--- src/rtl/dlx_pipe_pkg.sv ---
// rtl/dlx_pipe_pkg.sv - shared types and constants for the DLX pipeline controller
package dlx_pipe_pkg;

  localparam int REG_ADDR_W = 5;

  typedef enum logic [1:0] {
    ST_RUN,
    ST_MEM_WAIT,
    ST_DRAIN,
    ST_HALTED
  } state_t;

  // Per-stage register controls; en loads the register, flush makes it load a bubble
  typedef struct packed {
    logic pc_en;
    logic ifid_en;
    logic idex_en;
    logic exmem_en;
    logic memwb_en;
    logic ifid_flush;
    logic idex_flush;
    logic exmem_flush;
    logic memwb_flush;
  } stage_ctrl_t;

  // Everything frozen (reset, HALTED)
  localparam stage_ctrl_t CTRL_NONE    = 9'b00000_0000;
  // Normal advance
  localparam stage_ctrl_t CTRL_RUN     = 9'b11111_0000;
  // Data memory busy: hold front of pipe, retire a bubble into WB
  localparam stage_ctrl_t CTRL_MEMSTALL = 9'b00001_0001;
  // Taken branch: squash the two wrong-path instructions behind EX
  localparam stage_ctrl_t CTRL_BRANCH  = 9'b11111_1100;
  // Load-use: hold PC and IF/ID, insert a bubble into EX
  localparam stage_ctrl_t CTRL_LOADUSE = 9'b00111_0100;
  // Drain: stop fetching, feed bubbles in behind the last instruction
  localparam stage_ctrl_t CTRL_DRAIN   = 9'b01111_1000;

endpackage

--- src/rtl/sat_counter.sv ---
// rtl/sat_counter.sv - saturating up-counter with synchronous clear
module sat_counter #(
  parameter int W = 16
) (
  input  logic         clk,
  input  logic         clear,
  input  logic         inc,
  output logic [W-1:0] count
);

  // Count up on inc, stick at all-ones rather than wrapping
  always_ff @(posedge clk) begin
    if (clear) begin
      count <= '0;
    end else if (inc && (count != '1)) begin
      count <= count + W'(1);
    end
  end

endmodule

--- src/rtl/dlx_pipe_ctrl.sv ---
// rtl/dlx_pipe_ctrl.sv - hazard and sequencing controller for the 5-stage DLX pipeline
import dlx_pipe_pkg::*;

module dlx_pipe_ctrl #(
  parameter int MEM_TIMEOUT  = 64,
  parameter int DRAIN_CYCLES = 4,
  parameter int CNT_W        = 16
) (
  input  logic                  clk,
  input  logic                  rst,
  input  logic [REG_ADDR_W-1:0] id_rs1,
  input  logic [REG_ADDR_W-1:0] id_rs2,
  input  logic                  id_uses_rs1,
  input  logic                  id_uses_rs2,
  input  logic [REG_ADDR_W-1:0] ex_rd,
  input  logic                  ex_is_load,
  input  logic                  ex_branch_taken,
  input  logic                  mem_req,
  input  logic                  mem_ready,
  input  logic                  halt_req,
  input  logic                  resume,
  output logic                  pc_en,
  output logic                  ifid_en,
  output logic                  idex_en,
  output logic                  exmem_en,
  output logic                  memwb_en,
  output logic                  ifid_flush,
  output logic                  idex_flush,
  output logic                  exmem_flush,
  output logic                  memwb_flush,
  output logic                  halted,
  output logic                  mem_err,
  output logic [CNT_W-1:0]      stall_count,
  output logic [CNT_W-1:0]      flush_count
);

  localparam int WAIT_W  = $clog2(MEM_TIMEOUT + 1);
  localparam int DRAIN_W = $clog2(DRAIN_CYCLES + 1);

  state_t             state, state_n;
  logic [WAIT_W-1:0]  wait_cnt, wait_n;
  logic [DRAIN_W-1:0] drain_cnt, drain_n;
  logic               err_set;
  logic               stall_inc, flush_inc;
  logic               memstall, loaduse;
  stage_ctrl_t        ctrl;

  assign memstall = mem_req & ~mem_ready;
  // r0 is hardwired zero, so a load targeting it can never feed a dependent
  assign loaduse  = ex_is_load && (ex_rd != '0) &&
                    ((id_uses_rs1 && (id_rs1 == ex_rd)) ||
                     (id_uses_rs2 && (id_rs2 == ex_rd)));

  // Mealy stage controls and next-state selection from state plus live hazards
  always_comb begin
    ctrl      = CTRL_NONE;
    stall_inc = 1'b0;
    flush_inc = 1'b0;
    state_n   = state;
    wait_n    = wait_cnt;
    drain_n   = drain_cnt;
    err_set   = 1'b0;
    unique case (state)
      ST_RUN, ST_MEM_WAIT: begin
        if ((state == ST_RUN && memstall) || (state == ST_MEM_WAIT && !mem_ready)) begin
          ctrl      = CTRL_MEMSTALL;
          stall_inc = 1'b1;
          // wait_cnt holds the number of stall cycles already spent in this access
          if (state == ST_MEM_WAIT && wait_cnt == WAIT_W'(MEM_TIMEOUT - 1)) begin
            err_set = 1'b1;
            state_n = ST_HALTED;
          end else begin
            wait_n  = wait_cnt + 1'b1;
            state_n = ST_MEM_WAIT;
          end
        end else begin
          wait_n = '0;
          // A branch squashes the dependent instruction anyway, so it outranks load-use
          if (ex_branch_taken) begin
            ctrl      = CTRL_BRANCH;
            flush_inc = 1'b1;
          end else if (loaduse) begin
            ctrl      = CTRL_LOADUSE;
            stall_inc = 1'b1;
          end else begin
            ctrl = CTRL_RUN;
          end
          if (halt_req) begin
            state_n = ST_DRAIN;
            drain_n = '0;
          end else begin
            state_n = ST_RUN;
          end
        end
      end
      ST_DRAIN: begin
        if (memstall) begin
          ctrl      = CTRL_MEMSTALL;
          stall_inc = 1'b1;
        end else begin
          ctrl = CTRL_DRAIN;
          if (drain_cnt == DRAIN_W'(DRAIN_CYCLES - 1)) begin
            state_n = ST_HALTED;
          end else begin
            drain_n = drain_cnt + 1'b1;
          end
        end
      end
      ST_HALTED: begin
        if (resume && !mem_err) begin
          state_n = ST_RUN;
        end
      end
    endcase
    if (!rst) begin
      ctrl      = CTRL_NONE;
      stall_inc = 1'b0;
      flush_inc = 1'b0;
    end
  end

  // FSM state, wait/drain counters and the sticky timeout flag
  always_ff @(posedge clk) begin
    if (!rst) begin
      state     <= ST_RUN;
      wait_cnt  <= '0;
      drain_cnt <= '0;
      mem_err   <= 1'b0;
    end else begin
      state     <= state_n;
      wait_cnt  <= wait_n;
      drain_cnt <= drain_n;
      if (err_set) begin
        mem_err <= 1'b1;
      end
    end
  end

  assign pc_en       = ctrl.pc_en;
  assign ifid_en     = ctrl.ifid_en;
  assign idex_en     = ctrl.idex_en;
  assign exmem_en    = ctrl.exmem_en;
  assign memwb_en    = ctrl.memwb_en;
  assign ifid_flush  = ctrl.ifid_flush;
  assign idex_flush  = ctrl.idex_flush;
  assign exmem_flush = ctrl.exmem_flush;
  assign memwb_flush = ctrl.memwb_flush;
  assign halted      = rst && (state == ST_HALTED);

  sat_counter #(.W(CNT_W)) u_stall_cnt (
    .clk   (clk),
    .clear (~rst),
    .inc   (stall_inc),
    .count (stall_count)
  );

  sat_counter #(.W(CNT_W)) u_flush_cnt (
    .clk   (clk),
    .clear (~rst),
    .inc   (flush_inc),
    .count (flush_count)
  );

endmodule

--- config.mk ---
export PLATFORM = sky130hd
export DESIGN_NAME = dlx_pipe_ctrl
export DESIGN_NICKNAME = d
export VERILOG_FILES = /design/src/rtl/dlx_pipe_pkg.sv /design/src/rtl/sat_counter.sv /design/src/rtl/dlx_pipe_ctrl.sv
export SDC_FILE = /design/constraint.sdc
export NUM_CORES = 1
export LEC_CHECK = 0
export CORE_MARGIN = 3
export CORE_UTILIZATION = 49
export DETAILED_ROUTE_END_ITERATION = 8
export PLACE_DENSITY_LB_ADDON = 0.3
export SYNTH_ARGS = -nofsm -noshare
export SYNTH_HDL_FRONTEND = slang
export SYNTH_HIERARCHICAL = 1
export SYNTH_SLANG_ARGS = --single-unit
--- constraint.sdc ---
create_clock -name clk -period 2.7 [get_ports clk]
set_input_delay 0.54 -clock clk [delete_from_list [all_inputs] [get_ports clk]]
set_output_delay 0.54 -clock clk [all_outputs]
set_load 0.02 [all_outputs]
Fig. 1: run 1, signal wires on met2
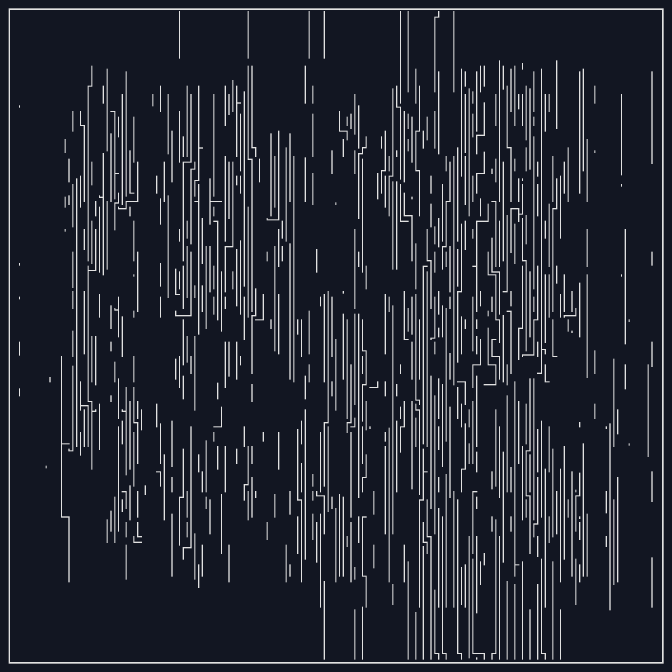
- wire length on this layer: 3640 um
- share of all routed wire: 52%
- longest straight run: 36.7 um
- nets with wire on the layer: 387
DRT Wirelength: 6991 um
met2 Resource Use GR: 41.51%

Fig. 2: run 1, routed metal, one color a layer
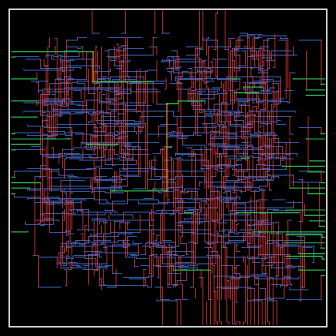
- red: M2 (wire length 3640 um)
- blue: M1 (wire length 3010 um)
- green: M3 (wire length 306 um)
- orange: M4 (wire length 29.2 um)
GRT Overall Usage: 21.90%
routed len/inst: 14.84 um

Fig. 3: run 1, track usage over the die
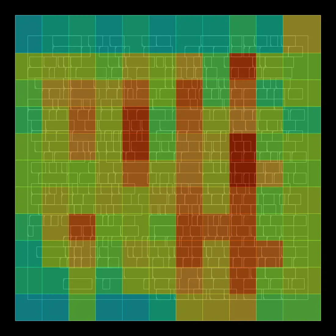
M1 GR Usage: 25.25%
global route hottest layer: met2
met3 GRT Util: 4.762%
Final Core Density: 74.47%

==> deck_impl_summary.md, run 1 <==
Run Summary

Global routing
  • Initial antenna violation count: 0

Logic synthesis
  • Main synth FF type: dfxtp_1
  • Yosys adder share: around 2.4%
  • Synth top cells by count: dfxtp_1 (45), a21oi_1 (31), nand2_1 (20)
  • Biggest area consumer among synthesized cells: dfxtp_1
  • Syn Area/Cell: 8.386 um^2
  • Ys cells: 309
  • XOR/XNOR Fraction of Synth Area: 5.408%
  • Synth Cell Area: 0.002591 mm^2

Power
  • Comb group: about 210 uW
  • Seq pwr share: 52.4%
  • Clock network power: 406 uW
  • Pleak: 0.001338 uW
  • Gate power share: 16.4%

Clocking
  • CTS tree: built
  • TritonCTS buffer count: 5
  • Deepest clock path buffer count: 2
  • Cts-stage hold buffer count: 0
  • Clock sink count: 45

Final layout
  • Flop Count: 45
  • Number of fill cells in the layout: 374
  • Comb area: approximately 0.0017 mm^2
  • Mi-comb count: 241
  • Diodes inserted: 0
  • Top flop regs: u_flush_cnt/count x16, u_stall_cnt/count x16, wait_cnt x7
  • Non-clock buffer share: 24.46%
  • Design area: 0.003657 mm^2

STA
  • FMAX: 378.5 MHz
  • Final Hold Violation Tally: 0
  • Slew headroom: 63.80%
  • Final setup fails: 0
  • Final setup margin: 0.05833 ns

Setup path
  • Critical path, cell by cell: clkdlybuf4s50_1 > xor2_1 > nor4_2 > a32oi_2 > buf_4 > o21ba_2 > buf_4
  • Critical path class: in -> out
  • Critical Path Sink Type: output pin
  • Startpoint Class: primary input
  • Max stage delay on crit path: approximately 0.44 ns

Placement
  • Placed cell area: 0.003506 mm^2
  • Routability Congestion: 0.8519
  • HPWL Detailed: 4961 um

Drt
  • Routed wl met2: 3641 um
  • Drt pass-1 iters: 4

Floorplanning
  • I/O pins: 68
  • Placeable Area: 0.004911 mm^2

Outcome
  • Outcome: finished, final reports clean

Hold path
  • Hold/Removal Path Class: reg -> reg
==> run 1 -> run 2 <==
--- a/config.mk
+++ b/config.mk
@@ -8,7 +8,7 @@
 export CORE_MARGIN = 3
 export CORE_UTILIZATION = 49
 export DETAILED_ROUTE_END_ITERATION = 8
-export PLACE_DENSITY_LB_ADDON = 0.3
+export PLACE_DENSITY = 0.79
 export SYNTH_ARGS = -nofsm -noshare
 export SYNTH_HDL_FRONTEND = slang
 export SYNTH_HIERARCHICAL = 1
Fig. 4: run 2, track usage over the die
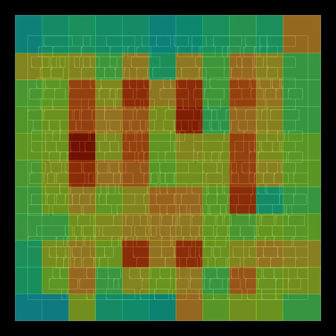
GRT Overall Usage: 22.07%
met3 GRT Util: 3.968%
met2 Resource Use GR: 40.83%
routed len/inst: 14.42 um

==> deck_impl_summary.md, run 2 <==
Run Summary

Power
  • Pleak: 0.001333 uW (-0.40%)
  • Seq pwr share: 51.8% (-0.6 points)
  • Clock network power: 429 uW (+5.7%)
  • Comb group: 207 uW (-3%)

Clocking
  • Deepest clock path buffer count: 2 (unchanged)
  • TritonCTS buffer count: 5 (unchanged)
  • CTS tree: built
  • Cts-stage hold buffer count: 0 (unchanged)

Logic synthesis
  • Synth top cells by count: dfxtp_1 (45), a21oi_1 (31), nand2_1 (20)
  • Main synth FF type: dfxtp_1
  • Synth Cell Area: 0.002591 mm^2 (unchanged)
  • XOR/XNOR Fraction of Synth Area: 5.408% (unchanged)
  • Ys cells: 309 (unchanged)
  • Biggest area consumer among synthesized cells: dfxtp_1

Drt
  • DRT Wirelength: 6805 um (-2.7%)
  • Drt pass-1 iters: 4 (unchanged)

Final layout
  • Top flop regs: u_flush_cnt/count x16, u_stall_cnt/count x16, wait_cnt x7
  • Design area: 0.003665 mm^2 (+0.21%)
  • Comb area: 0.001648 mm^2 (-0.38%)
  • Final Core Density: 74.62% (+0.15 points)
  • Number of fill cells in the layout: 401 (+7.2%)
  • Mi-comb count: 241 (unchanged)

STA
  • Slew headroom: 56.91% (-6.9 points)
  • Final setup margin: 0.07961 ns (+0.02128 ns)

Floorplanning
  • I/O pins: 68 (unchanged)
  • Placeable Area: 0.004911 mm^2 (unchanged)

Placement
  • Routability Congestion: 0.8748 (+2.7%)
  • HPWL Detailed: 4914 um (-0.93%)
  • Placed cell area: 0.003528 mm^2 (+0.64%)

Hold path
  • Hold/Removal Path Class: reg -> reg

Global routing
  • Initial antenna violation count: 0 (unchanged)
  • M1 GR Usage: 26.33% (+1.1 points)

Setup path
  • Startpoint Class: primary input
  • Critical path class: in -> out

Outcome
  • Outcome: finished, final reports clean
==> run 2 -> run 3 <==
--- a/config.mk
+++ b/config.mk
@@ -5,7 +5,7 @@
 export SDC_FILE = /design/constraint.sdc
 export NUM_CORES = 1
 export LEC_CHECK = 0
-export CORE_MARGIN = 3
+export CORE_MARGIN = 8
 export CORE_UTILIZATION = 49
 export DETAILED_ROUTE_END_ITERATION = 8
 export PLACE_DENSITY = 0.79
==> deck_impl_summary.md, run 3 <==
Run Summary

Outcome
  • Outcome: finished, final reports clean

Drt
  • DRT Wirelength: 7317 um (+7.5%)
  • Routed len/inst: 15.44 um (+7.1%)

Final layout
  • Mi-comb count: 241 (unchanged)
  • Number of fill cells in the layout: 425 (+6.0%)
  • Design area: 0.003681 mm^2 (+0.44%)
  • Layout cells sized above 1: 17.57%
  • Comb area: 0.001652 mm^2 (+0.23%)

Placement
  • Placed cell area: 0.003510 mm^2 (-0.53%)
  • HPWL Detailed: 5174 um (+5.3%)

Global routing
  • GRT Overall Usage: 17.95% (-4.1 points)
  • Initial antenna violation count: 0 (unchanged)
  • Met3 GRT Util: 4.921% (+0.95 points)
  • Met2 Resource Use GR: 30.73% (-10 points)

Logic synthesis
  • Biggest area consumer among synthesized cells: dfxtp_1
  • XOR/XNOR Fraction of Synth Area: 5.408% (unchanged)
  • Ys cells: 309 (unchanged)
  • Synth Cell Area: 0.002591 mm^2 (unchanged)
  • Main synth FF type: dfxtp_1
  • Synth top cells by count: dfxtp_1 (45), a21oi_1 (31), nand2_1 (20)

Power
  • Seq pwr share: 51.3% (-0.5 points)
  • Pleak: 0.001374 uW (+3.1%)
  • Comb group: 214 uW (+3%)

Clocking
  • Deepest clock path buffer count: 2 (unchanged)
  • CTS tree: built

STA
  • Final setup margin: 0.03705 ns (-0.04256 ns)
  • Slew headroom: 57.65% (+0.74 points)
Fig. 5: run 3, local utilization
The die is cut into 9 by 9 equal tiles; white is low, dark blue is high, 0 to 100% covered.
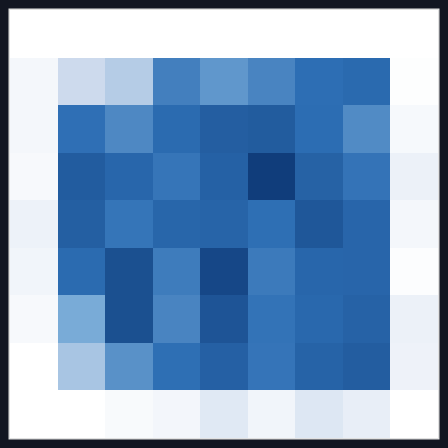
- emptiest ninth of the die: top left
- fullest tile: 95%
- tiles over 75% full: 35%
- densest ninth of the die: middle
- mean over tiles: 46%
- nearly empty tiles: 19%
fp util: 50.73%
Final Core Density: 72.07%
Placeable Area: 0.005107 mm^2


==> gallery <==
Gate-type map.
Plate I
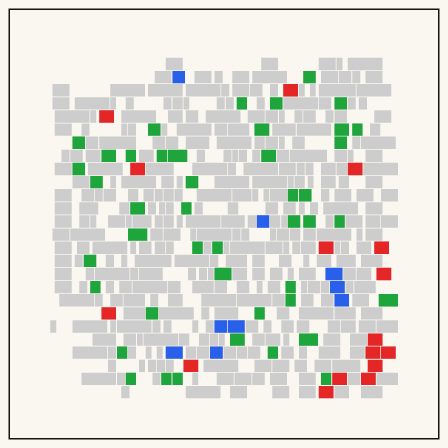
Plate II
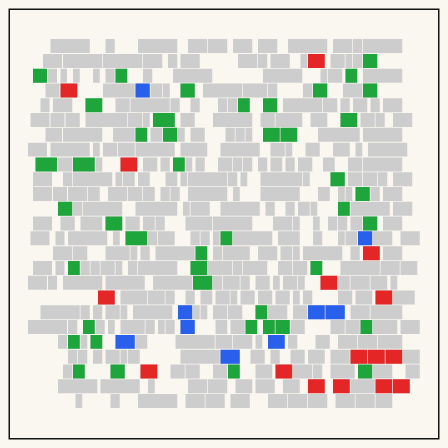
Plate I is run 3.
Plate II is run 2.

Key to Plate I:
- green: and/or cells (cells 44)
- red: xor and xnor cells (cells 16)
- blue: non-inverting ao/oa cells (cells 9)

Power is estimated from default activity; no workload was simulated.
